**A small window of the routed layout**

Window x 7 to 57, y 71 to 121 um. Cells in gray, sequential cells in the stronger gray; small squares are vias.
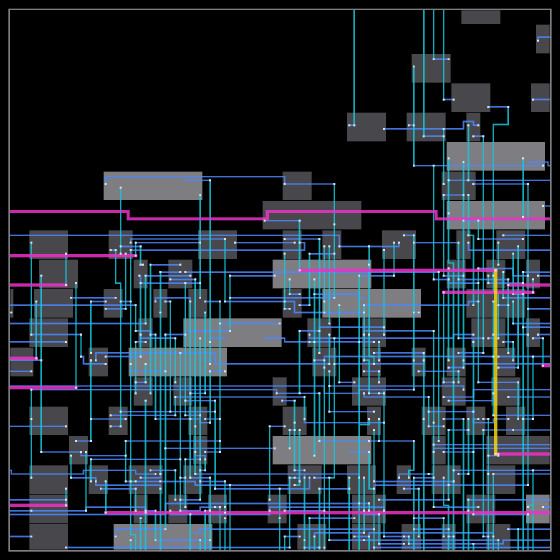
**Clock routing**

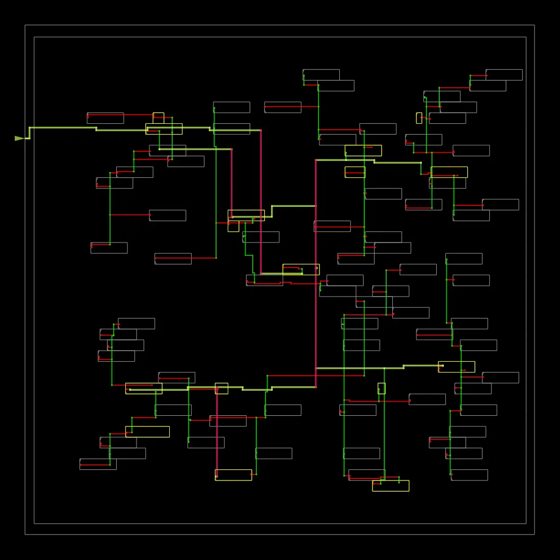
**Gate-type map**

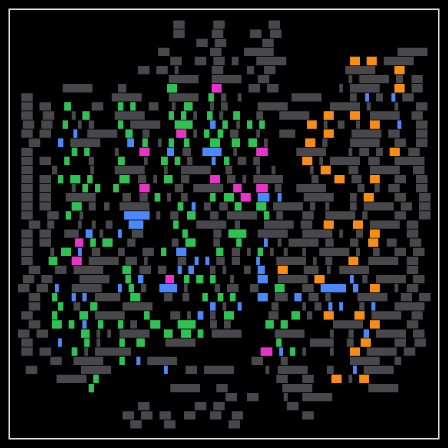
$ cat src/rtl/pc_sequencer_pkg.sv
// Shared processor definitions for the PC sequencer.
// Holds the sequencer state encoding and the fetch increment.
package pc_sequencer_pkg;

    typedef enum logic [1:0] {
        FETCH   = 2'd0,
        EXECUTE = 2'd1,
        HALTED  = 2'd2
    } state_t;

    localparam logic [31:0] INSTR_INC = 32'd4;

endpackage

$ cat src/rtl/pc_sequencer_pc.sv
// Program counter register.
// Loads pc_in every cycle; the caller feeds back pc_out to hold.
module pc_sequencer_pc #(
    parameter logic [31:0] RESET_VECTOR = 32'h0000_0000
) (
    input  logic        clock,
    input  logic        reset,
    input  logic [31:0] pc_in,
    output logic [31:0] pc_out
);

    // PC register, forced to the reset vector while reset is high
    always_ff @(posedge clock or posedge reset) begin
        if (reset) begin
            pc_out <= RESET_VECTOR;
        end else begin
            pc_out <= pc_in;
        end
    end

endmodule

$ cat src/rtl/pc_sequencer.sv
// Fetch/execute/halt sequencer driving the program counter.
// Selects the next PC and reports retirement and misaligned branches.
module pc_sequencer
    import pc_sequencer_pkg::*;
#(
    parameter logic [31:0] RESET_VECTOR = 32'h0000_0000,
    parameter logic [31:0] TRAP_VECTOR  = 32'h0000_0100
) (
    input  logic        clock,
    input  logic        reset,
    output logic        imem_req,
    output logic [31:0] imem_addr,
    input  logic        imem_ready,
    output logic        instr_valid,
    input  logic        exec_done,
    input  logic        branch_taken,
    input  logic [31:0] branch_target,
    input  logic        trap,
    input  logic        halt,
    input  logic        resume,
    output logic [31:0] pc_out,
    output logic        retire,
    output logic        misaligned,
    output logic [31:0] instr_count
);

    state_t      state;
    logic [31:0] pc_next;
    logic        accept_fetch;
    logic        accept_exec;
    logic        accept_resume;
    logic        br_misaligned;

    // A fetch is only accepted once the request is actually on the bus
    assign accept_fetch  = (state == FETCH) && imem_req && imem_ready;
    assign accept_exec   = (state == EXECUTE) && exec_done;
    assign accept_resume = (state == HALTED) && resume;
    assign br_misaligned = branch_taken && (branch_target[1:0] != 2'b00);
    assign imem_addr     = pc_out;

    // Next-PC select; holds the current PC unless an update is accepted
    always_comb begin
        pc_next = pc_out;
        if (accept_exec) begin
            if (trap) begin
                pc_next = TRAP_VECTOR;
            end else if (halt) begin
                pc_next = pc_out;
            end else if (br_misaligned) begin
                pc_next = TRAP_VECTOR;
            end else if (branch_taken) begin
                pc_next = branch_target;
            end else begin
                pc_next = pc_out + INSTR_INC;
            end
        end else if (accept_resume) begin
            pc_next = pc_out + INSTR_INC;
        end
    end

    pc_sequencer_pc #(
        .RESET_VECTOR(RESET_VECTOR)
    ) u_pc (
        .clock (clock),
        .reset (reset),
        .pc_in (pc_next),
        .pc_out(pc_out)
    );

    // Sequencer FSM with registered handshake and status outputs
    always_ff @(posedge clock or posedge reset) begin
        if (reset) begin
            state       <= FETCH;
            imem_req    <= 1'b0;
            instr_valid <= 1'b0;
            retire      <= 1'b0;
            misaligned  <= 1'b0;
            instr_count <= 32'd0;
        end else begin
            retire     <= 1'b0;
            misaligned <= 1'b0;
            case (state)
                FETCH: begin
                    if (accept_fetch) begin
                        state       <= EXECUTE;
                        imem_req    <= 1'b0;
                        instr_valid <= 1'b1;
                    end else begin
                        imem_req    <= 1'b1;
                        instr_valid <= 1'b0;
                    end
                end
                EXECUTE: begin
                    if (exec_done) begin
                        retire      <= 1'b1;
                        instr_count <= instr_count + 32'd1;
                        instr_valid <= 1'b0;
                        if (trap) begin
                            state    <= FETCH;
                            imem_req <= 1'b1;
                        end else if (halt) begin
                            state    <= HALTED;
                            imem_req <= 1'b0;
                        end else begin
                            state      <= FETCH;
                            imem_req   <= 1'b1;
                            misaligned <= br_misaligned;
                        end
                    end
                end
                HALTED: begin
                    instr_valid <= 1'b0;
                    if (resume) begin
                        state    <= FETCH;
                        imem_req <= 1'b1;
                    end else begin
                        imem_req <= 1'b0;
                    end
                end
                default: begin
                    state       <= FETCH;
                    imem_req    <= 1'b0;
                    instr_valid <= 1'b0;
                end
            endcase
        end
    end

endmodule

$ cat config.mk
export PLATFORM = sky130hd
export DESIGN_NAME = pc_sequencer
export DESIGN_NICKNAME = d
export VERILOG_FILES = /design/src/rtl/pc_sequencer_pkg.sv /design/src/rtl/pc_sequencer_pc.sv /design/src/rtl/pc_sequencer.sv
export SDC_FILE = /design/constraint.sdc
export NUM_CORES = 1
export LEC_CHECK = 0
export CAP_MARGIN = 20
export CELL_PAD_IN_SITES_DETAIL_PLACEMENT = 2
export CELL_PAD_IN_SITES_GLOBAL_PLACEMENT = 2
export CORE_MARGIN = 2
export CORE_UTILIZATION = 27
export DETAILED_ROUTE_END_ITERATION = 8
export GPL_ROUTABILITY_DRIVEN = 0
export HOLD_SLACK_MARGIN = 0.05
export PLACE_DENSITY = 0.88
export SLEW_MARGIN = 15
export SYNTH_ARGS = -nofsm -noshare
export SYNTH_HDL_FRONTEND = slang
export SYNTH_SLANG_ARGS = --single-unit
$ cat constraint.sdc
create_clock -name clock -period 2.9 [get_ports clock]
set_input_delay 0.58 -clock clock [delete_from_list [all_inputs] [get_ports clock]]
set_output_delay 0.58 -clock clock [all_outputs]
set_load 0.05 [all_outputs]
==> results.json <==
{
  "hold_depth": 1,
  "cp_slowest_stage_delay_ns": 0.64,
  "status": "finished clean",
  "nets": 622,
  "cpMaxStageDelayCell": "clkdlybuf4s50_1",
  "cts_root_buf": "clkbuf_16",
  "die.size.y_um": 128,
  "antenna_found_initial": 0,
  "ys_cells": 460,
  "grt_usage_pct": 19.9,
  "tool_warnings": 26,
  "setup_viol": 0,
  "dpl.hpwl_um": 11700,
  "grt_max_degree": 52,
  "via_per_inst": 5.37,
  "dr.pass1.iters": 4,
  "ys_chip_area_sq_um": 4160,
  "enable_flop_cells": 0,
  "fin_setup_tns_ns": 0,
  "required_ns": 3.19,
  "clock_path_buffers": 2,
  "crit_chain": "clkdlybuf4s50_1, nor4b_2, and2_1, buf_4, nand2_1, a32oi_1, o22a_1",
  "crit_family": "simple AND/OR/NAND/NOR gates",
  "finalCritPeriodShare_pct": 88.6,
  "synth_area_leader_cell": "dfrtp_1",
  "io_pins": 140,
  "r2r_cells": 6
}
## Picture notes: 'a small window of the routed layout'
| color | layer |
|---|---|
| blue | M1 |
| cyan | M2 |
| yellow | M4 |
| magenta | M3 |
cells with their middle in the window: 90
netlist names of flops here include: u_pc.pc_out (9)
most frequent: clkdlybuf4s50_1 (14), nand2_1 (12), a21oi_1 (12)
sequential cells in the window: 9

## Picture notes: 'clock routing'
Num CTS Buffers: 9
flip-flops: 70

## Picture notes: 'gate-type map'
| color | family | cells |
|---|---|---|
| orange | xor and xnor cells | 31 |
| green | aoi and oai cells | 103 |
| magenta | non-inverting ao/oa cells | 13 |
| blue | nor cells | 51 |

## synth_stat cells (2+ instances only)
cell type	count
nor3_1	8
o22a_1	3
xnor2_1	23
o2bb2ai_1	2
nor4_4	2
a211oi_1	3
nor2_1	29
nand4_1	12
a21oi_1	29
a32oi_1	5
o21ai_1	9
o211ai_1	2
ha_1	2
xor2_1	8
o21ai_0	23
or4_1	3
a22o_1	3
nand3_1	19
nand2_1	56
a2111oi_2	2
a21o_1	2
clkbuf_1	10
buf_4	32
and3_1	13
dfrtp_1	70
a221oi_1	3
a31oi_1	6
inv_1	9
nor4_1	3
and2_1	8
o22ai_1	5
buf_2	9
and4_1	5
nand2b_1	5
o31ai_1	2
nor4b_1	3
a22oi_1	6
nor2b_1	2
or2_2	2
## report_power, final
part | internal [mW] | switching (mW) | total (mW) | leakage (nW)
clock network | 0.689 | 0.457 | 1.15 | 0.142
logic | 0.612 | 1.23 | 1.84 | 1.26
registers | 1.11 | 0.246 | 1.36 | 0.938
total | 2.42 | 1.94 | 4.35 | 2.34
## through the flow
stage | total power [mW] | std cells | setup WS (ns) | area [sq um]
final | 4.35 | 773 | 0.329 | 5940
after global routing | 4.56 | 773 | 0.202 | 5940
after CTS | 4.40 | 773 | 0.358 | 5940
after detailed placement | 3.22 | 757 | 0.0194 | 5640
after global placement | 3.16 | 757 | 0.135 | 5640
after floorplan | 2.61 | 460 | 0.552 | 4160
## cell type report
class | count | area (sq um)
inverters | 10 | 37.5
well taps | 188 | 235
multi-input cells | 329 | 2050
clock inverters | 5 | 58.8
fillers | 1626 | 9210
flip-flops and latches | 70 | 1750
clock buffers | 11 | 243
repair buffers | 160 | 1560
## flip-flops by register name, summed over array words and instances, names as in the netlist
name,flops
imem_req,1
misaligned,1
state,2
u_pc.pc_out,32
instr_count,32
instr_valid,1
retire,1
## kinds of logic (layout without fill, tap and decap cells)
family	after synthesis	after routing	share of synthesized area, %
buf+inv	61	186	8.66
flops	70	70	42.1
compound gates	116	116	18.3
mux	1	1	0.241
fa+ha+maj	2	2	0.601
xor+xnor	31	31	6.52
simple gates	179	179	23.6
## metal layers
metal | GRT usage [%] | up-vias
li1 | - | 1873
met3 | 5.43 | 19
met4 | 5.95 | 0
met5 | 0 | -
met2 | 34.3 | 141
met1 | 24.3 | 2115
## path summary, 6_finish.rpt
path	slack, ns	from	to
worst max-delay path	0.33	branch_taken	u_pc.pc_out[22]$_DFFE_PP0P_
worst min-delay path	0.47	instr_count[31]$_DFFE_PP0P_	instr_count[31]$_DFFE_PP0P_
worst max register to register	0.55	u_pc.pc_out[2]$_DFFE_PP0P_	u_pc.pc_out[28]$_DFFE_PP0P_
worst min register to register	0.47	instr_count[31]$_DFFE_PP0P_	instr_count[31]$_DFFE_PP0P_
max in group asynchronous	1.69	reset	u_pc.pc_out[23]$_DFFE_PP0P_
min in group asynchronous	0.56	reset	state[0]$_DFFE_PP0P_
Power figures rest on the tool's default switching activity, not on a simulated workload.
